===== src/rtl/sha_pkg.sv =====
// sha_pkg: shared constants and FSM encodings for the SHA byte-stream front end.
package sha_pkg;
  localparam int BLOCK_BITS = 512;
  localparam int LEN_FIELD_BITS = 64;
  localparam logic [7:0] PAD_BYTE = 8'h80;
  typedef enum logic [2:0] {S_FILL, S_PAD, S_LEN, S_EMIT, S_WAIT} state_t;
  typedef enum logic [1:0] {T_FILL, T_PAD, T_LEN, T_FIN} tgt_t;
endpackage


===== src/rtl/sha_word_select.sv =====
// sha_word_select: 32-bit word readout of a digest, zero for out-of-range selects.
module sha_word_select #(
  parameter int N_WORDS = 5,
  parameter int SEL_W = 3
) (
  input  logic [32*N_WORDS-1:0] words,
  input  logic [SEL_W-1:0]      sel,
  output logic [31:0]           word
);
  logic [31:0] table_w [2**SEL_W];
  for (genvar i = 0; i < 2**SEL_W; i++) begin : g_w
    if (i < N_WORDS) begin : g_in
      assign table_w[i] = words[32*i +: 32];
    end else begin : g_out
      assign table_w[i] = '0;
    end
  end
  assign word = table_w[sel];
endmodule


===== src/rtl/sha_stream_frontend.sv =====
// sha_stream_frontend: packs a byte stream into SHA-padded 512-bit blocks and captures the final digest.
module sha_stream_frontend
  import sha_pkg::*;
#(
  parameter int CNT_W = 16,
  parameter int N_WORDS = 5,
  parameter int SEL_W = 3
) (
  input  logic                   sys_clk,
  input  logic                   sys_rst,
  input  logic [7:0]             in_data,
  input  logic                   in_valid,
  input  logic                   in_last,
  output logic                   in_ready,
  output logic [BLOCK_BITS-1:0]  blk_data,
  output logic                   blk_valid,
  output logic                   blk_first,
  input  logic                   blk_ready,
  input  logic                   core_done,
  input  logic [32*N_WORDS-1:0]  digest_in,
  output logic [32*N_WORDS-1:0]  digest_out,
  output logic                   digest_valid,
  input  logic [SEL_W-1:0]       sel,
  output logic [31:0]            sel_word,
  output logic                   busy,
  output logic                   err_overflow
);
  state_t state, state_nx;
  tgt_t tgt, tgt_nx;
  logic [63:0][7:0] buf_q;
  logic [6:0] idx, idx_inc;
  logic [CNT_W-1:0] count, count_inc;
  logic first, accept;
  logic [LEN_FIELD_BITS-1:0] len_field;
  assign in_ready = state == S_FILL && !sys_rst;
  assign accept = in_valid && in_ready;
  assign idx_inc = idx + 7'd1;
  assign count_inc = count + CNT_W'(1);
  assign len_field = LEN_FIELD_BITS'({count, 3'b000});
  assign blk_data = buf_q;
  assign blk_valid = state == S_EMIT;
  assign blk_first = state == S_EMIT && first;
  assign busy = !(state == S_FILL && idx == 7'd0);
  always_comb begin
    state_nx = state;
    tgt_nx = tgt;
    case (state)
      S_FILL: if (accept) begin
        state_nx = in_last ? S_PAD : idx_inc == 7'd64 ? S_EMIT : S_FILL;
        tgt_nx = T_FILL;
      end
      S_PAD: begin
        state_nx = (idx != 7'd64 && idx_inc <= 7'd56) ? S_LEN : S_EMIT;
        tgt_nx = idx == 7'd64 ? T_PAD : T_LEN;
      end
      S_LEN: begin
        state_nx = S_EMIT;
        tgt_nx = T_FIN;
      end
      S_EMIT: state_nx = blk_ready ? S_WAIT : S_EMIT;
      S_WAIT: if (core_done) state_nx = tgt == T_PAD ? S_PAD : tgt == T_LEN ? S_LEN : S_FILL;
      default: state_nx = S_FILL;
    endcase
  end
  always_ff @(posedge sys_clk) begin
    if (sys_rst) begin
      state <= S_FILL;
      tgt <= T_FILL;
      buf_q <= '0;
      idx <= '0;
      count <= '0;
      first <= 1'b1;
      digest_out <= '0;
      digest_valid <= 1'b0;
      err_overflow <= 1'b0;
    end else begin
      state <= state_nx;
      tgt <= tgt_nx;
      case (state)
        S_FILL: if (accept) begin
          buf_q[6'd63 - idx[5:0]] <= in_data;
          idx <= idx_inc;
          count <= count_inc;
          digest_valid <= 1'b0;
          if (count_inc == '0) err_overflow <= 1'b1;
        end
        S_PAD: if (idx != 7'd64) begin
          buf_q[6'd63 - idx[5:0]] <= PAD_BYTE;
          idx <= idx_inc;
        end
        S_LEN: buf_q[7:0] <= len_field;
        // Every block boundary zeroes the buffer, which supplies the padding zero fill.
        S_WAIT: if (core_done) begin
          buf_q <= '0;
          idx <= '0;
          first <= tgt == T_FIN;
          if (tgt == T_FIN) begin
            digest_out <= digest_in;
            digest_valid <= 1'b1;
            count <= '0;
          end
        end
        default: ;
      endcase
    end
  end
  sha_word_select #(.N_WORDS(N_WORDS), .SEL_W(SEL_W)) u_sel (
    .words(digest_out),
    .sel(sel),
    .word(sel_word)
  );
endmodule

===== config.mk =====
export PLATFORM = sky130hd
export DESIGN_NAME = sha_stream_frontend
export DESIGN_NICKNAME = d
export VERILOG_FILES = /design/src/rtl/sha_pkg.sv /design/src/rtl/sha_word_select.sv /design/src/rtl/sha_stream_frontend.sv
export SDC_FILE = /design/constraint.sdc
export NUM_CORES = 1
export LEC_CHECK = 0
export ABC_CLOCK_PERIOD_IN_PS = 4100
export CAP_MARGIN = 20
export CORE_AREA = 2 2 342 344
export CTS_CLUSTER_SIZE = 25
export DETAILED_ROUTE_END_ITERATION = 8
export DIE_AREA = 0 0 344 346
export DONT_BUFFER_PORTS = 1
export PLACE_DENSITY = 0.37
export SLEW_MARGIN = 25
export SYNTH_ARGS = -nofsm -noshare
export SYNTH_HDL_FRONTEND = slang
export SYNTH_HIERARCHICAL = 1
export SYNTH_SLANG_ARGS = --single-unit

===== constraint.sdc =====
create_clock -name sys_clk -period 4.1 [get_ports sys_clk]
set_input_delay 0.41 -clock sys_clk [delete_from_list [all_inputs] [get_ports sys_clk]]
set_output_delay 0.41 -clock sys_clk [all_outputs]
set_load 0.005 [all_outputs]

==> results.cfg, run 1 <==
; physical design summary
[run_status]
outcome = completed

[drt]
met2_length_mm = 63.53
dr_wl_met3_mm = 13.15
top_layer_used = met5
post_drt_wl_per_cell_microns = 27.94
drt_pass1_iterations = 7
via_count = 24150

[die]
initCoreUtil_pct = 23.01
die_area_sq_um = 119000

[yosys]
synth_async_sr_flop_share_pct = 0
synth_seq_share_pct = 52.99
netlist.area_leader.share_pct = 52.99
ys_sh_adder_pct = 0.2356
yosys_area_sq_um = 26560
top_cell = dfxtp_1
yosys_cells = 2960
synth.distinct_cells = 65
logic_family = AND-OR/OR-AND gates
synth-xor-area-share_pct = 0.2968
netlist_area_sq_um = 26560
ys.flop_type = dfxtp_1
synth_flops = 703
aoi_share_pct = 23.90

[timing]
setup_viol = 0
rsz0062_at_grt = false

[worst_setup_path]
cp-startpoint = idx[0]$_SDFFE_PP0P_
worstSetupPathType = flop to flop

[power_and_ir_drop]
pwr-share-comb_pct = 4.9
seqPwrFrac_pct = 44.9

[cells_and_area]
area_growth_pct = 25.65
fin_nets = 3306

[worst_hold_path]
hp-class = input port to flop

[global_route]
antenna_found_initial = 6

[clock_network]
cts_root_buf = clkbuf_16

[place]
place_area_sq_um = 28340
post-dp-hpwl_mm = 94.87
==> run 1: path summary, 6_finish.rpt <==
check                        to  slack [ns]  cells after the start
max                        flop        0.70                      9
max reg2reg                flop        0.70                      9
min reg2reg  first$_SDFFE_PP1P_        0.46                      2
min                        flop        0.07                      2
==> run 1: layer usage <==
| metal | vias up | global-route usage [%] |
|---|---|---|
| met5 | - | 0 |
| met1 | 11940 | 24.62 |
| li1 | 10890 | - |
| met3 | 204 | 7.301 |
| met4 | 6 | 7.365 |
| met2 | 1110 | 35.59 |
==> run 1: power groups by stage <==
stage                     combinational (W)  clock [W]  sequential, W
after floorplan                    0.000378          0        0.00701
after global placement             0.000540          0        0.00702
after detailed placement           0.000546          0        0.00703
after CTS                          0.000748    0.00789        0.00687
after global routing               0.000796    0.00815        0.00687
final                              0.000752    0.00770        0.00688
==> run 1: layout by cell type (no fill, tap or decap), types with 17 or more instances in the layout <==
| cell type | n |
|---|---|
| nand3_1 | 84 |
| clkbuf_8 | 17 |
| a221o_1 | 30 |
| buf_4 | 74 |
| nor2_1 | 164 |
| mux2_4 | 28 |
| clkbuf_16 | 84 |
| o21ai_1 | 34 |
| a22o_1 | 252 |
| o21ai_0 | 213 |
| nand2b_1 | 19 |
| dfxtp_1 | 702 |
| nand2_1 | 540 |
| a21oi_1 | 322 |
| mux2i_1 | 33 |
| dlygate4sd3_1 | 212 |
| clkbuf_1 | 23 |
| o2bb2ai_1 | 21 |
| nor3_1 | 58 |
| a211oi_1 | 39 |
==> run 1: worst max-delay path: stages (launching register included) <==
cell      delay, ns
dfxtp_1        0.57
inv_1          0.16
ha_1           0.25
and3b_1        0.20
a211oi_1       0.53
o21bai_4       0.31
buf_4          0.31
nor2_2         0.32
nand3_1        0.29
a221oi_1       0.35
==> run 1: cells by family after synthesis <==
| group | Yosys count |
|---|---|
| AND/OR/NAND/NOR | 969 |
| adder cells (fa/ha/maj) | 5 |
| buffers and inverters | 234 |
| flip-flops | 703 |
| multiplexers | 65 |
| XOR/XNOR | 9 |
| AND-OR/OR-AND | 975 |
==> run 1: area by class of cell <==
class / count / area [sq um]
fill: 12210 / 82050
sequential: 703 / 14070
multi-input combinational: 2023 / 11610
timing repair buffer: 296 / 2880
clock buffer: 124 / 2422
tap: 1524 / 1907
clock inverter: 29 / 411.6
inverter: 17 / 63.81
antenna: 1 / 2.502
==> run 1: through the flow <==
step	util (%)	total power (W)	setup WS [ns]
floorplan	-	0.007388	1.506
global placement	24.56	0.007565	0.7950
detailed placement	24.56	0.007573	0.6296
CTS	28.87	0.01551	0.6048
global route	28.91	0.01582	0.4155
finish	28.91	0.01532	0.7023
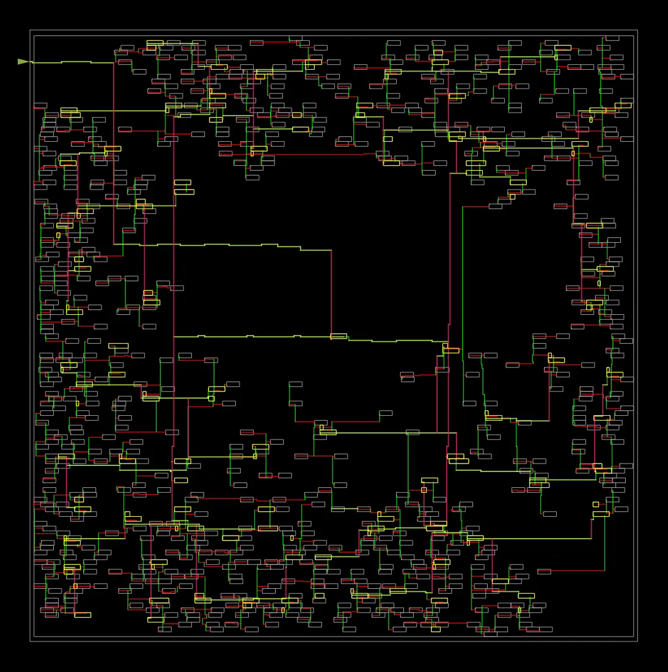
Figure 1: run 1, clock routing.
number of CTS-inserted buffers: 83
Clock Sinks: 703
clock skew: 0.05817 ns
# clk buffers: 124

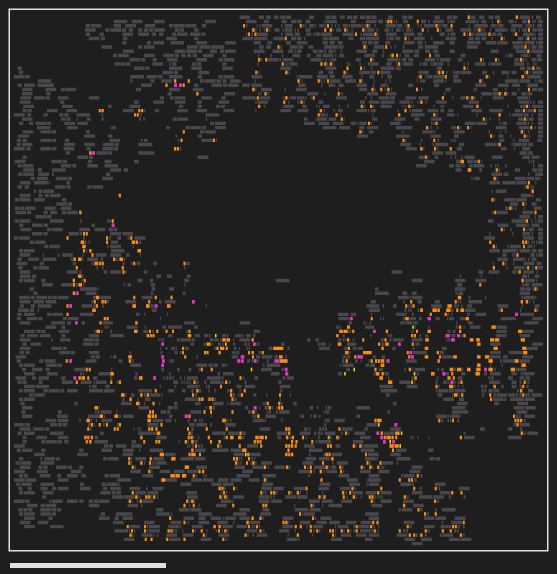
Figure 2: run 1, gate-type map.
The bar under the picture is 100 microns long.
[inverting AOI/OAI gates] orange | cells: 681 | where: spread over the die
[AND and OR gates] magenta | cells: 46
[inverters] yellow | cells: 17
Layout Cells excl Fill: 4717
combinational share of cell area: 34.79%

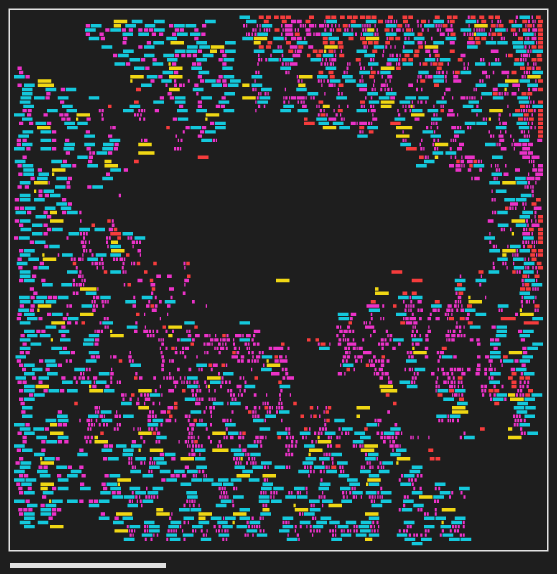
Figure 3: run 1, placement by cell class.
The bar under the picture is 100 microns long.
[clock drivers and dummy loads] yellow | cells: 153 | share of their area: 9.0%
[flops] cyan | cells: 703 | share of their area: 45%
[other buffers and delay cells] red | cells: 296 | share of their area: 9.2%
[combinational and other logic] magenta | cells: 2040 | share of their area: 37%
fin util: 28.91%
core area: 115400 sq um
# rows: 125

--- run 2 (diff from run 1) ---
Settings changed: ABC_CLOCK_PERIOD_IN_PS 4100 to 3200.
Clock period 4.1 ns to 3.2 ns, I/O delays scaled along.
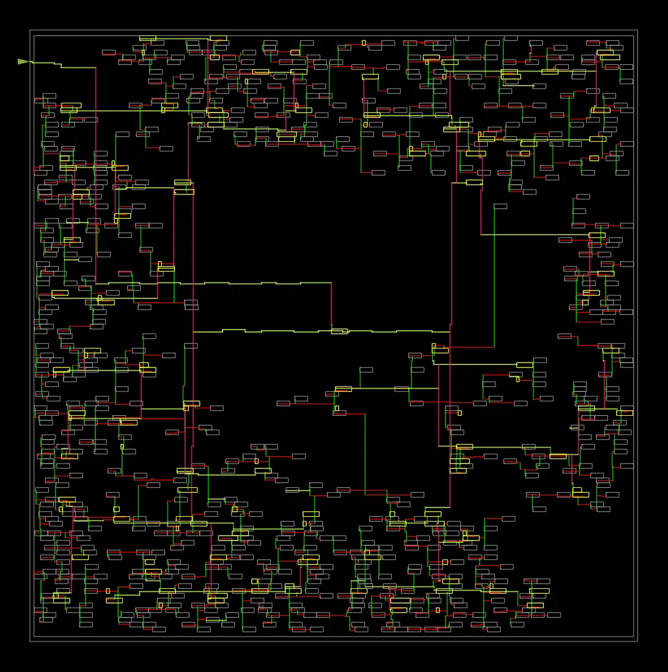
Figure 4: run 2, clock routing.
Latency at later pin: 0.69 ns
clock-net power: 0.00996 W
number of CTS-inserted buffers: 82
registers: 703

==> run 2 against run 1 <==
  * Synthesized cell count is the same
  * Clock-buffer cell count shrank 20
  * Utilization grew 0.86 points
==> results.cfg, run 2 <==
; physical design summary
[yosys]
netlist_area_sq_um = 26560
top_cell = dfxtp_1
synth.distinct_cells = 65
yosys_area_sq_um = 26560
synth_seq_share_pct = 52.99
yosys_cells = 2960
synth_async_sr_flop_share_pct = 0

[die]
core_sq_um = 115400
rows = 125

[drt]
via_count = 24450

[timing]
setup_viol = 0
fin_ws_ns = 0.09370
fin_skew_ns = 0.05505

[cells_and_area]
area_growth_pct = 29.39
lay_top_count = dfxtp_1

[place]
place_ws_ns = 0.2331

[global_route]
antenna_found_initial = 3

[clock_network]
clock_sinks = 703

[run_status]
outcome = completed

[worst_setup_path]
cp-startpoint = idx[4]$_SDFFE_PP0P_
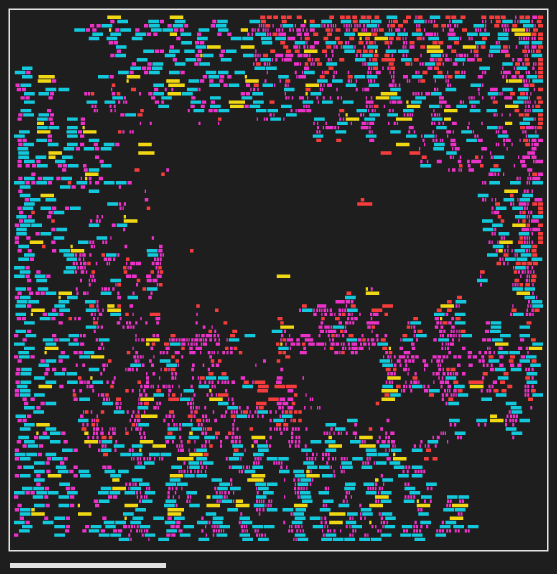
Figure 5: run 2, placement by cell class.
The bar under the picture is 100 microns long.
[clock drivers and dummy loads] yellow | cells: 149 | share of their area: 8.9%
[combinational and other logic] magenta | cells: 2040 | share of their area: 36%
[other buffers and delay cells] red | cells: 387 | share of their area: 12%
[flops] cyan | cells: 703 | share of their area: 43%
finished layout cell area: 34360 sq um
fin util: 29.77%
register share of the cell area: 40.96%

run 2: cell count changes in the layout (fill, tap and decap cells not counted), sizes merged:
cell,change
clkbuf,-20
buf,+42
clkinv,+14
inv,-4
clkinvlp,+2
bufinv,+4
dlygate4sd3,+49
run 2: kinds of logic (layout without fill, tap and decap cells):
logic type                 Yosys count  after routing  share of synthesized area, %
AOI/OAI and AO/OA                  975            975                         23.90
adders and majority gates            5              5                        0.2356
other                                0              1                             0
buffers and inverters              234            553                         3.868
and+or+nand+nor                    969            969                         15.71
xor gates and xnor gates             9              9                        0.2968
DFF                                703            703                         52.99
muxes                               65             65                         2.996
run 2: repair_timing:
item	4_1_cts	5_1_grt
hold buffers	262	0
resized	0	11
endpoints found under the setup margin	0	48
buffers inserted	0	10
endpoints found under the hold margin	373	0
run 2: per-stage QoR:
stage	instance area [sq um]	total power [W]
2_1_floorplan	26560	0.009466
5_1_grt	34360	0.02042
4_1_cts	34200	0.02000
6_report	34360	0.01977
3_5_place_dp	28670	0.009737
3_3_place_gp	28670	0.009726
run 2: area by class of cell:
| cell class | instances | area [sq um] |
|---|---|---|
| clock inverters | 45 | 651.9 |
| well taps | 1524 | 1907 |
| multi-input cells | 2023 | 11640 |
| flip-flops and latches | 703 | 14070 |
| clock buffers | 104 | 2235 |
| diodes | 1 | 2.502 |
| fillers | 12070 | 81060 |
| repair buffers | 387 | 3791 |
| inverters | 17 | 63.81 |
run 2: final timing paths:
kind,endpoint,slack [ns],depth (start not counted)
min,flop,0.06,2
min reg2reg,flop,0.49,2
max reg2reg,flop,0.09,8
max,flop,0.09,8
run 2: power breakdown:
part / switching (W) / internal [W] / leakage, nW
registers: 0.0000324 / 0.00877 / 5.66
clock network: 0.00419 / 0.00577 / 1.40
logic: 0.000680 / 0.000328 / 5.24
run 2: metal layers:
metal / vias to the layer above / share of wire, % / GRT usage [%]
li1: 11060 / - / -
met1: 12140 / 40 / 25.41
met2: 1067 / 48 / 36.40
met3: 180 / 9.4 / 7.148
met4: 4 / 2.7 / 6.433
met5: - / 0.020 / 0
run 2: worst max-delay path, stage by stage (launching register included):
cell and delay, ns:
dfxtp_1 0.35, buf_4 0.28, nand2_1 0.26, or3_1 0.60
o21ai_0 0.22, a21oi_1 0.11, a211oi_2 0.51, nor3_1 0.09
dlygate4sd3_1 0.56
--- run 3 (diff from run 2) ---
==> constraint.sdc (replaced) <==
create_clock -name sys_clk -period 3.2 [get_ports sys_clk]
set_input_delay 0.96 -clock sys_clk [delete_from_list [all_inputs] [get_ports sys_clk]]
set_output_delay 0.96 -clock sys_clk [all_outputs]
set_load 0.005 [all_outputs]
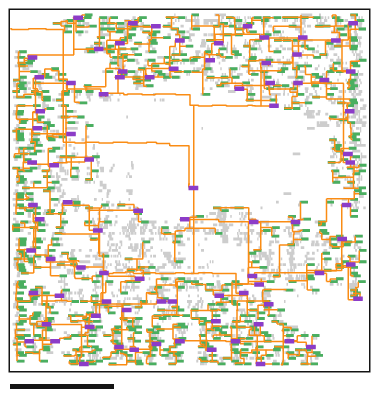
Figure 6: run 3, routed clock nets over the placement.
The bar under the picture is 100 microns long.
[clock drivers] purple | count: 85
[clock wires] orange | length: 10300 microns
[flip-flops] green | count: 703
flops lie: spread over the die
routed clock nets: 86
power share of the clock group: 52.3%
clock skew: 0.04297 ns
Latency at later pin: 0.67 ns

==> run 3 against run 2 <==
  * Via count down 5.5%
  * Register-to-register slack improved by 0.32 ns
  * Largest power group unchanged
  * Utilization is 2.1 points lower
  * Sequential power barely moved
==> results.cfg, run 3 <==
; physical design summary
[yosys]
logic_family = AND-OR/OR-AND gates
yosys_area_sq_um = 26560
synth-xor-area-share_pct = 0.2968
top_cell = dfxtp_1
netlist_area_sq_um = 26560
synth.distinct_cells = 65
ys_sh_adder_pct = 0.2356
netlist.area_leader.share_pct = 52.99
synth_async_sr_flop_share_pct = 0
aoi_share_pct = 23.90
yosys_cells = 2960
synth_simple_gate_area_share_pct = 15.71

[cells_and_area]
final_core_util_pct = 27.63
lay_top_count = dfxtp_1
fillCellCount = 12210

[die]
die_h_microns = 346
rows = 125
core_sq_um = 115400

[worst_setup_path]
cpPeakStageDelay_ns = 0.40
cp_slowest_cell = and3_1
ff2ff_path_depth = 9
cp-startpoint = state[2]$_SDFFE_PP0P_
arrival_ns = 2.06
critPathTopFamily = simple AND/OR/NAND/NOR gates
cp_num_buf_inv = 2
r2r_slack_ns = 0.41
worstPathCellList = buf_6 -> inv_1 -> and3_1 -> and2_1

[clock_network]
cts_hold_buf = 0
numCtsBuffers = 85
clock_sinks = 703

[timing]
setup_viol = 0
fin_ws_ns = 0.1844

[drt]
via_count = 23100

[run_status]
outcome = completed

[place]
place_ws_ns = 0.03747

[worst_hold_path]
min_path_cells = 1

[global_route]
antenna_found_initial = 6
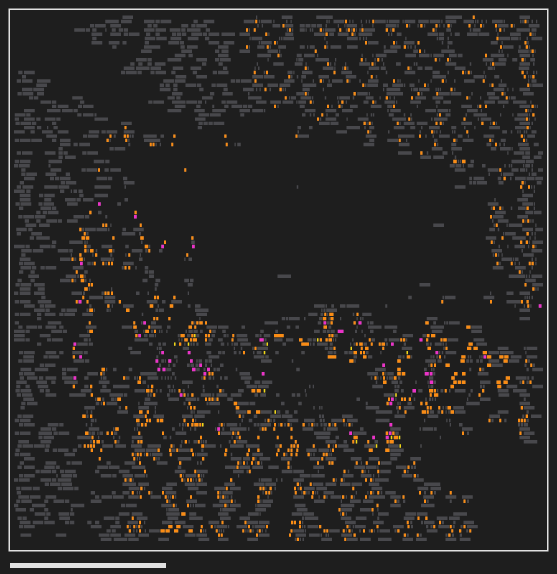
Figure 7: run 3, gate-type map.
The bar under the picture is 100 microns long.
[AND and OR gates] magenta | cells: 46
[inverting AOI/OAI gates] orange | cells: 681 | where: spread over the die
[inverters] yellow | cells: 17

[run 3: repair_timing]
item                                    CTS  global route
hold endpoints to repair                  0             0
resized                                   1             1
endpoints found under the setup margin    1             1
buffers inserted                          0             0
[run 3: metrics by stage]
stage	hold slack, ns	instance area (sq um)	total power, W
final	0.3828	31900	0.02003
after CTS	0.3191	31880	0.02028
after detailed placement	0.4756	28800	0.009750
after floorplan	0.4292	26560	0.009466
after global placement	0.4758	28800	0.009738
after global routing	0.3216	31900	0.02069
[run 3: layer usage]
metal / GRT usage [%] / up-vias / wire, microns
li1: - / 10540 / -
met1: 24.24 / 11360 / 50470
met2: 34.89 / 1042 / 62820
met3: 7.576 / 155 / 13070
met4: 5.519 / 4 / 3022
met5: 0 / - / 36
[run 3: how the worst max path moves through the flow]
stage | to | slack, ns | cells past startpoint
final | blk_first | 0.18 | 4
after detailed placement | flop | 0.04 | 8
after global routing | blk_first | 0.06 | 4
after global placement | flop | 0.01 | 8
after CTS | blk_first | 0.05 | 4
after floorplan | in_ready | 0.06 | 5
[run 3: logic make-up after synthesis]
logic type | Yosys count
XOR/XNOR | 9
AND/OR/NAND/NOR | 969
AND-OR/OR-AND | 975
multiplexers | 65
buffers and inverters | 234
flip-flops | 703
adder cells (fa/ha/maj) | 5
[run 3: area by class of cell]
class	count	area, sq um	area share [%]
Clock inverter	41	660.6	2.071
Multi-Input combinational cell	2023	11600	36.38
Clock buffer	116	2424	7.598
Sequential cell	703	14080	44.14
Tap cell	1524	1907	5.978
Antenna cell	4	10.01	0.03138
Timing Repair Buffer	121	1150	3.605
Inverter	17	63.81	0.2001
[run 3: report_power, final]
part	internal, W	total [W]	switching [W]
Sequential	0.00877	0.00880	0.0000316
Clock	0.00628	0.0105	0.00419
Combinational	0.000184	0.000744	0.000560
Power figures rest on the tool's default switching activity, not on a simulated workload.
